==> src/rtl/debounce_multi.sv <==
// rtl/debounce_multi.sv - multi-channel switch debouncer with edge and long-press pulses
module debounce_multi #(
  parameter int N_CH          = 4,
  parameter int SYNC_STAGES   = 2,
  parameter int STABLE_CYCLES = 16,
  parameter int LONG_CYCLES   = 1000
) (
  input  logic            clk50m,
  input  logic            rst_n,
  input  logic            tick_en,
  input  logic [N_CH-1:0] sw,
  output logic [N_CH-1:0] sw_dbnc,
  output logic [N_CH-1:0] sw_hi,
  output logic [N_CH-1:0] sw_lo,
  output logic [N_CH-1:0] sw_long
);

  localparam int CW = $clog2(STABLE_CYCLES);
  localparam int LW = $clog2(LONG_CYCLES + 1);

  localparam logic [CW-1:0] CNT_LAST = CW'(STABLE_CYCLES - 1);
  localparam logic [LW-1:0] LCNT_MAX = LW'(LONG_CYCLES);
  localparam logic [LW-1:0] LCNT_PRE = LW'(LONG_CYCLES - 1);

  for (genvar i = 0; i < N_CH; i++) begin : g_ch
    logic [SYNC_STAGES-1:0] sync_q;
    logic                   s;
    logic [CW-1:0]          cnt;
    logic [LW-1:0]          lcnt;
    logic                   dbnc_q;
    logic                   hi_q;
    logic                   lo_q;
    logic                   long_q;

    // Shift the raw switch through the synchroniser chain.
    always_ff @(posedge clk50m or negedge rst_n) begin
      if (!rst_n) begin
        sync_q <= '0;
      end else begin
        sync_q <= {sync_q[SYNC_STAGES-2:0], sw[i]};
      end
    end

    assign s = sync_q[SYNC_STAGES-1];

    // Stable-time filter: toggle the debounced level once the input has
    // disagreed with it for STABLE_CYCLES qualifying ticks; emit edge pulses.
    always_ff @(posedge clk50m or negedge rst_n) begin
      if (!rst_n) begin
        cnt    <= '0;
        dbnc_q <= 1'b0;
        hi_q   <= 1'b0;
        lo_q   <= 1'b0;
      end else begin
        hi_q <= 1'b0;
        lo_q <= 1'b0;
        if (s == dbnc_q) begin
          cnt <= '0;
        end else if (tick_en) begin
          if (cnt == CNT_LAST) begin
            cnt    <= '0;
            dbnc_q <= s;
            hi_q   <= s;
            lo_q   <= ~s;
          end else begin
            cnt <= cnt + CW'(1);
          end
        end
      end
    end

    // Long-press timer: saturates so the pulse fires once per press and
    // re-arms only when the debounced level drops.
    always_ff @(posedge clk50m or negedge rst_n) begin
      if (!rst_n) begin
        lcnt   <= '0;
        long_q <= 1'b0;
      end else if (!dbnc_q) begin
        lcnt   <= '0;
        long_q <= 1'b0;
      end else begin
        long_q <= 1'b0;
        if (tick_en && (lcnt != LCNT_MAX)) begin
          lcnt   <= lcnt + LW'(1);
          long_q <= (lcnt == LCNT_PRE);
        end
      end
    end

    assign sw_dbnc[i] = dbnc_q;
    assign sw_hi[i]   = hi_q;
    assign sw_lo[i]   = lo_q;
    assign sw_long[i] = long_q;
  end

endmodule

==> config.mk <==
export PLATFORM = sky130hd
export DESIGN_NAME = debounce_multi
export DESIGN_NICKNAME = d
export VERILOG_FILES = /design/src/rtl/debounce_multi.sv
export SDC_FILE = /design/constraint.sdc
export NUM_CORES = 1
export LEC_CHECK = 0
export CORE_ASPECT_RATIO = 1.2
export CORE_MARGIN = 2
export CORE_UTILIZATION = 64
export CTS_CLUSTER_DIAMETER = 100
export DETAILED_ROUTE_END_ITERATION = 8
export MAX_ROUTING_LAYER = met4
export PLACE_DENSITY = 0.82
export SLEW_MARGIN = 20
export SYNTH_ARGS = -nofsm -noshare
export SYNTH_HDL_FRONTEND = slang
export SYNTH_SLANG_ARGS = --single-unit
==> constraint.sdc <==
create_clock -name clk50m -period 3.5 [get_ports clk50m]
set_input_delay 0.525 -clock clk50m [delete_from_list [all_inputs] [get_ports clk50m]]
set_output_delay 0.525 -clock clk50m [all_outputs]
set_load 0.005 [all_outputs]
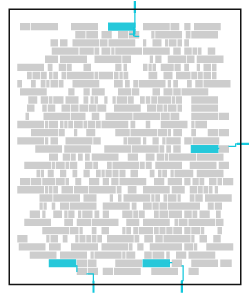
Run 1: I/O nets highlighted
(3 px per µm)
[cyan] sw_hi | bits: 4 | direction: output | edge: 2 bottom, 1 top, 1 right | end cells: 4 | buffers: 4 | wire: 34.3 µm

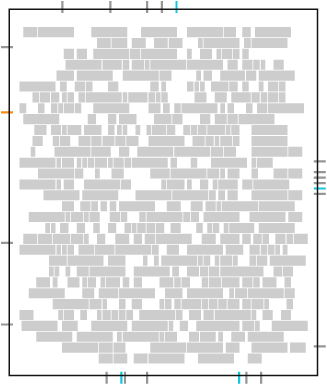
Run 1: pin map
(4 px per µm) Pins as bars across the die edge, other pins in grey.
[cyan] sw_hi | pins: 4 | direction: output | edge: 2 bottom, 1 top, 1 right
[orange] tick_en | pins: 1 | direction: input | edge: left
all pins by edge: 7 right, 7 bottom, 5 top, 4 left

==> flow_summary.yaml, run 1 <==
# flow metrics
final_timing:
  post-route-period-util_pct: 58.37
  rsz0062_at_grt: "no"
  hold_viol_final: 0
  fmax_ghz: 0.4895
  fin_crit_ns: 2.043
  relSlewSlack_pct: 53.22
  tightest_slew_ns: 0.7016
placement:
  dp_hpwl_um: 4689
  gp_congestion: 0.8144
  io_buffers: 22
floorplan:
  fp_util_pct: 66.61
  io_pins: 23
logic_synthesis:
  ys_ff: 80
  syn_area_um2: 4056
  netlist.top_cell.by_area: "dfrtp_1"
  top_cells_by_area: "dfrtp_1 49%, a21oi_1 3.7%, ha_1 3.7%, buf_4 3.1%, or4_1 3.0%"
  most_common_cell: "dfrtp_1"
  ys_area_um2: 4056
  async_flop_share_pct: 100.0
  ys_cells: 398
  yosys-top-cells-count: "80 x dfrtp_1, 30 x a21oi_1, 29 x nand2_1, 23 x nor2_1, 21 x nand3_1"
  synth_seq_share_pct: 49.35
  synth.avg_cell_area_um2: 10.19
critical_path:
  required_ns: 2.97
  slowest_stage: "dfrtp_1"
  path_cells: "clkdlybuf4s50_1"
  worst-path-buf-inv: 1
  worst_setup_path_start_kind: "register"
  critPathMaxStageDelay_ns: 0.59
global_routing:
  antenna_found_initial: 0
cells_and_area:
  diodes: 0
  fill_cells: 443
clocking:
  cts-root-buf: "clkbuf_8"
  cts_made_buffers: 9
  cts.repair.resized: 0
  cts_tree: "built"
  clock_sinks: 80
  cts_setup_buffers: 0
  clkTransAtPathRegs_ns: 0.08
  max-clock-path-buffers: 2
route:
  drcViolationCount: 0
  drt-total-wl_um: 7217
  vias: 3020
  initialDrtViolationCount: 206
worst_hold_path:
  hold_path_class: "in -> async"
status:
  status: "complete, no violations"
power:
  power_density_nw_per_um2: 397.8
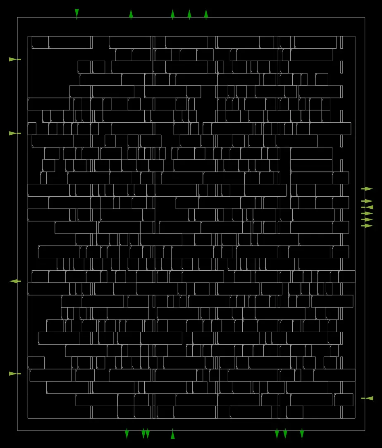
Run 1: placed standard cells
flop share of the area: 45.34%
well tap count: 82
row cnt: 31
core area: 6090 µm²

run 1: report_power, final:
group | switching, W | leakage, nW | internal, W
Clock | 0.000330 | 0.112 | 0.000417
Sequential | 0.0000119 | 1.09 | 0.000935
Combinational | 0.0000415 | 0.501 | 0.0000209
run 1: path summary, 6_finish.rpt:
check | start | to | slack (ns) | cells past startpoint
setup / recovery | g_ch[1].dbnc_q | sw_dbnc[1] | 1.46 | 1
max in group asynchronous | rst_n | g_ch[0].dbnc_q | 2.82 | 1
hold reg to reg | g_ch[0].sync_q[0] | g_ch[0].sync_q[1] | 0.35 | 0
hold / removal | rst_n | g_ch[0].lcnt[3] | 0.18 | 1
min in group clk50m | g_ch[0].sync_q[0] | g_ch[0].sync_q[1] | 0.35 | 0
setup reg to reg | g_ch[0].dbnc_q | g_ch[0].long_q | 1.74 | 3
run 1: final cells by class:
cell class                 instances  area (µm²)  share of cell area (%)
tap                               82       102.6                   2.324
sequential                        80        2002                   45.34
timing repair buffer              24       231.5                   5.242
clock buffer                      10       137.6                   3.117
inverter                          18       67.56                   1.530
multi-input combinational        269        1792                   40.58
clock inverter                     6       82.58                   1.870
run 1: registers in the layout, summed over array words and instances, names as in the netlist:
register,count
g_ch.hi_q,4
g_ch.lo_q,4
g_ch.lcnt,40
g_ch.dbnc_q,4
g_ch.cnt,16
g_ch.sync_q,8
g_ch.long_q,4
run 1: cells in the final DEF, fill, tap and decap left out, types with 2 or more instances in the layout:
cell             Yosys  routed
nand3_1             21      21
o31ai_1             14      14
or3_1                8       8
o2111ai_1            9       9
nand4_1             19      19
or4b_2               2       2
clkdlybuf4s50_1      0      20
o31a_1               3       3
nor3b_1              5       5
inv_1               17      17
a21oi_1             30      30
clkbuf_8             0      10
ha_1                12      12
nand3_4              2       2
and3_1               2       2
or4_1               16      16
nand2b_1             6       6
xnor2_1              4       4
dfrtp_1             80      80
o21a_1               2       2
nand2_1             29      29
nand3b_1             8       8
o21ai_0              5       5
nor2_1              23      23
mux2i_1              7       7
nor3_1              11      11
xor2_1              12      12
mux2_2               4       4
bufinv_16            0       2
a41oi_1              4       4
nand4b_1             5       5
buf_4               17       2
clkinv_2             0       3
run 1: cells by family (layout without fill, tap and decap cells):
| group | Yosys count | after routing | share of synthesized area (%) |
|---|---|---|---|
| mux | 11 | 11 | 2.838 |
| compound gates | 70 | 70 | 11.47 |
| buf+inv | 49 | 58 | 6.477 |
| flops | 80 | 80 | 49.35 |
| xor+xnor | 16 | 16 | 3.455 |
| fa+ha+maj | 12 | 12 | 3.701 |
| simple gates | 160 | 160 | 22.70 |
run 1: stage by stage:
stage / area [µm²] / setup slack [ns]
2_1_floorplan: 4056 / 2.063
3_3_place_gp: 4192 / 1.516
3_5_place_dp: 4192 / 1.430
4_1_cts: 4412 / 1.438
5_1_grt: 4415 / 1.384
6_report: 4415 / 1.457
run 1: per-layer routing:
layer  vias up  part of all wire, %
met5         -                    0
met3        12                  2.7
li1       1452                    -
met1      1515                   46
met2        41                   50
met4         0                  1.6
Run 1, cell sizes after repair:
(4 px per µm)
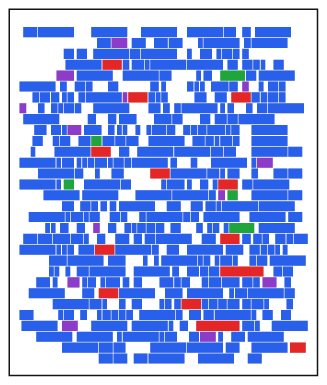

## Run 2: what changed since run 1
CORE_UTILIZATION = 60   (was 64)
PLACE_DENSITY = 0.77   (was 0.82)
clock period = 2.1 ns   (was 3.5 ns; I/O delays follow)
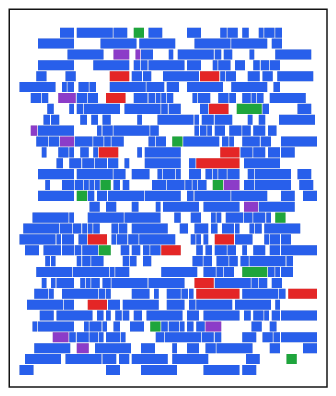
Run 2: cell sizes after repair
(4 px per µm)
[green] _3 and _4 cells | cells: 11 | share: 2.7% | most used: buf_4
[purple] _2 cells | cells: 10 | share: 2.4% | most used: mux2_2
[red] _6 and larger | cells: 14 | share: 3.4% | most used: clkbuf_8
[blue] _0 and _1 cells | cells: 378 | share: 92% | most used: dfrtp_1

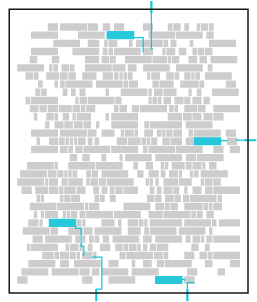
Run 2: I/O nets highlighted
(3 px per µm)
[cyan] sw_hi | bits: 4 | direction: output | edge: 2 bottom, 1 top, 1 right | end cells: 4 | buffers: 4 | wire: 63.0 µm

==> run 2 against run 1 <==
Combinational power is 81% higher. Via count fell by 0.13%. Global-route usage shrank 0.70 points. Hold slack improved by 0.18 ns. Critical path type unchanged.
==> flow_summary.yaml, run 2 <==
# flow metrics
status:
  status: "complete, no violations"
route:
  drcViolationCount: 0
  drt-total-wl_um: 7370
  initialDrtViolationCount: 156
critical_path:
  critPathMaxStageDelay_ns: 0.60
  worst-path-buf-inv: 1
  required_ns: 1.78
  path_cells: "clkdlybuf4s50_1"
  slowest_stage: "dfrtp_1"
clocking:
  cts-root-buf: "clkbuf_8"
  clkTransAtPathRegs_ns: 0.08
  cts_tree: "built"
  cts_setup_buffers: 0
cells_and_area:
  seq_area_um2: 2002
  lay_top_cells: "80 x dfrtp_1, 30 x a21oi_1, 29 x nand2_1"
  largest_register_ffs: 40
  diodes: 0
  largest_register: "g_ch.lcnt"
  final_common_cell: "dfrtp_1"
logic_synthesis:
  simple_gate_area_share_pct: 22.70
  ys_sh_xor_pct: 3.455
  synth_seq_share_pct: 49.35
  most_common_cell: "dfrtp_1"
  syn_area_um2: 4056
  ys_ff: 80
  ys_sh_aoi_pct: 11.47
  netlist.top_cell.by_area: "dfrtp_1"
  synth.avg_cell_area_um2: 10.19
  yosys-top-cells-count: "80 x dfrtp_1, 30 x a21oi_1, 29 x nand2_1, 23 x nor2_1, 21 x nand3_1"
  synth.logic.top_family: "simple AND/OR/NAND/NOR gates"
  ys_cells: 398
power:
  pwr-share-comb_pct: 3.8
  clkPwrFrac_pct: 43.3
  swShare_pct: 21.58
  p_sw_w: 0.0006432
  power_density_nw_per_um2: 664.3
worst_hold_path:
  hold_path_class: "reg -> reg"
placement:
  io_buffers: 22
  gp_congestion: 0.8267
  dp_hpwl_um: 4832
floorplan:
  core_area_um2: 6486
  fp_util_pct: 62.54
final_timing:
  relSlewSlack_pct: 71.94
  tightest_slew_ns: 0.4179
  setup_ws_ns: 0.2538
  rsz0062_at_grt: "no"
  fin_crit_ns: 1.846
global_routing:
  antenna_found_initial: 0
[run 2: cell types whose count changed in the layout (fill, tap and decap cells not counted)]
cell and delta:
buf_6 -1, buf_4 +5, clkinv_2 -3, clkbuf_8 +1, buf_12 +1, dlygate4sd3_1 +1, clkinv_4 +1, clkbuf_1 +1
[run 2: cell type report]
class                   count  area share (%)
flip-flops and latches     80           44.62
multi-input cells         269           39.93
repair buffers             30           6.414
clock buffers              12           3.458
well taps                  85           2.370
clock inverters             4           1.701
inverters                  18           1.506
[run 2: worst paths after layout]
check / from / end / slack [ns] / cells after the start
setup / recovery: g_ch[1].dbnc_q / sw_dbnc[1] / 0.25 / 1
hold reg to reg: g_ch[0].sync_q[0] / g_ch[0].sync_q[1] / 0.35 / 0
max in group asynchronous: rst_n / g_ch[2].lcnt[2] / 1.17 / 3
setup reg to reg: g_ch[0].lcnt[0] / g_ch[0].lcnt[8] / 0.49 / 4
hold / removal: g_ch[0].sync_q[0] / g_ch[0].sync_q[1] / 0.35 / 0
min in group asynchronous: rst_n / g_ch[0].lo_q / 0.36 / 2
[run 2: layer usage]
metal  track usage, %  up-vias  share of wire, %
met4            11.64        0               1.7
met3            3.750       10               2.4
met2            35.17       41                50
met1            28.62     1494                46
li1                 -     1471                 -
met5                -        -                 0
[run 2: power by group through the flow]
| stage | clock (W) | combinational [W] | sequential, W |
|---|---|---|---|
| floorplan | 0 | 0.0000567 | 0.00160 |
| global placement | 0 | 0.000111 | 0.00161 |
| detailed placement | 0 | 0.000114 | 0.00161 |
| CTS | 0.00132 | 0.000116 | 0.00158 |
| global route | 0.00139 | 0.000129 | 0.00158 |
| finish | 0.00129 | 0.000113 | 0.00158 |
[run 2: per-stage QoR]
| stage | area [µm²] | util, % |
|---|---|---|
| 3_3_place_gp | 4245 | 65.45 |
| 5_1_grt | 4487 | 69.17 |
| 2_1_floorplan | 4056 | - |
| 6_report | 4487 | 69.17 |
| 3_5_place_dp | 4245 | 65.45 |
| 4_1_cts | 4487 | 69.17 |
[run 2: cells by family after synthesis]
family | Yosys count
muxes | 11
and+or+nand+nor | 160
AOI/OAI and AO/OA | 70
DFF | 80
adders and majority gates | 12
xor gates and xnor gates | 16
buffers and inverters | 49
Run 2, wiring by layer:
(4 px per µm) Two of the layers only.
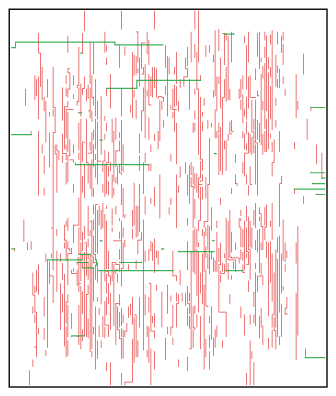

## Run 3: what changed since run 2
REMOVE_ABC_BUFFERS = 1   (was not set)
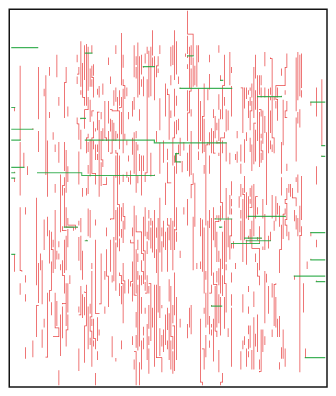
Run 3: wiring by layer
(4 px per µm) Two of the layers only.
[green] metal 3 | wire length: 178 µm
[red] metal 2 | wire length: 3690 µm

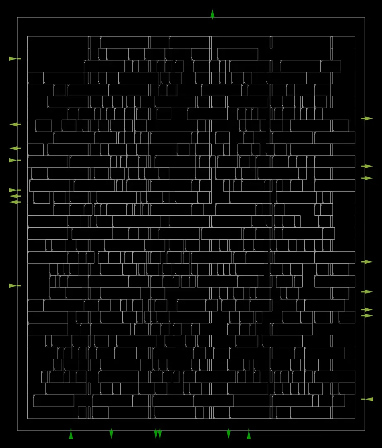
Run 3: placed standard cells
row cnt: 32
flop share of the area: 44.84%
flip-flops: 80

==> run 3 against run 2 <==
Sequential cell count stayed put. Setup slack worse by 0.0062 ns. Global-route usage is 0.20 points higher. Fmax is 0.34% lower. Utilization is 0.35 points lower. Critical path depth stayed put. Non-clock buffer count stayed put. Area after synthesis stayed put. Clock-buffer cell count is 1 lower. Power is 1.3% lower. Sequential power hardly changed. Combinational power hardly changed. Largest power group unchanged.
==> flow_summary.yaml, run 3 <==
# flow metrics
cells_and_area:
  final_common_cell: "dfrtp_1"
  utilization_pct: 68.83
  diodes: 0
  lay_top_cells: "80 x dfrtp_1, 30 x a21oi_1, 29 x nand2_1"
  largest_register: "g_ch.lcnt"
  final_area_um2: 4464
  largest_register_ffs: 40
clocking:
  cts_tree: "built"
  cts_setup_buffers: 0
  max-clock-path-buffers: 2
final_timing:
  fmax_ghz: 0.5398
  relSlewSlack_pct: 58.44
  fin_crit_ns: 1.852
  tightest_slew_ns: 0.6234
route:
  vias: 3031
  initialDrtViolationCount: 152
  drcViolationCount: 0
  drt-total-wl_um: 7325
logic_synthesis:
  synth.avg_cell_area_um2: 10.19
  synth_seq_share_pct: 49.35
  netlist.top_cell.by_area: "dfrtp_1"
  ys_ff: 80
  yosys-top-cells-count: "80 x dfrtp_1, 30 x a21oi_1, 29 x nand2_1, 23 x nor2_1, 21 x nand3_1"
  most_common_cell: "dfrtp_1"
  ys_cells: 398
worst_hold_path:
  hold_path_class: "reg -> reg"
floorplan:
  fp_util_pct: 62.54
  core_area_um2: 6486
critical_path:
  critPathMaxStageDelay_ns: 0.60
  slowest_stage: "dfrtp_1"
  path_cells: "clkdlybuf4s50_1"
  required_ns: 1.78
placement:
  dpl_cell_area_um2: 4233
  gp_congestion: 0.8207
  dp_hpwl_um: 5041
  io_buffers: 22
power:
  power_density_nw_per_um2: 658.8
global_routing:
  antenna_found_initial: 0
status:
  status: "complete, no violations"
==> run 3: kinds of logic (layout without fill, tap and decap cells) <==
family	after synthesis	in the layout	synth area share, %
buf+inv	49	64	6.477
xor+xnor	16	16	3.455
flops	80	80	49.35
simple gates	160	160	22.70
compound gates	70	70	11.47
fa+ha+maj	12	12	3.701
mux	11	11	2.838
==> run 3: metal layers <==
metal  GRT usage, %  up-vias  wire (µm)
met4          9.770        0        134
met2          37.01       46       3688
met3          4.038       10        177
li1               -     1481          -
met1          28.15     1494       3324
met5              -        -          0
==> run 3: final timing paths <==
check                                   from                end  slack (ns)  depth (start not counted)
max                           g_ch[1].dbnc_q         sw_dbnc[1]        0.25                          1
min                        g_ch[1].sync_q[0]  g_ch[1].sync_q[1]        0.35                          0
max reg2reg                   g_ch[2].dbnc_q     g_ch[2].long_q        0.45                          3
min reg2reg                g_ch[1].sync_q[0]  g_ch[1].sync_q[1]        0.35                          0
max in group asynchronous              rst_n       g_ch[1].hi_q        0.94                          3
min in group asynchronous              rst_n     g_ch[0].cnt[3]        0.51                          2
==> run 3: through the flow <==
| stage | std cells | hold slack [ns] | worst slack (ns) | total power [W] |
|---|---|---|---|---|
| floorplan | 367 | 0.01941 | 0.5527 | 0.001642 |
| global placement | 481 | 0.3322 | 0.4681 | 0.001717 |
| detailed placement | 481 | 0.3385 | 0.3860 | 0.001722 |
| CTS | 498 | 0.3565 | 0.2359 | 0.002972 |
| global route | 498 | 0.3618 | 0.1652 | 0.003052 |
| finish | 498 | 0.3532 | 0.2475 | 0.002941 |
==> run 3: final cells by class <==
class | count | area [µm²]
Sequential cell | 80 | 2002
Clock buffer | 11 | 141.4
Fill cell | 511 | 2022
Timing Repair Buffer | 30 | 275.3
Tap cell | 85 | 106.4
Inverter | 18 | 67.56
Multi-Input combinational cell | 269 | 1792
Clock inverter | 5 | 80.08
==> run 3: report_power, final <==
part / total, W / leakage [nW] / switching [W] / internal, W
clock: 0.00125 / 0.106 / 0.000551 / 0.000700
combinational: 0.000111 / 0.528 / 0.0000708 / 0.0000403
sequential: 0.00158 / 1.09 / 0.0000202 / 0.00156
total: 0.00294 / 1.73 / 0.000642 / 0.00230
Power figures rest on the tool's default switching activity, not on a simulated workload.
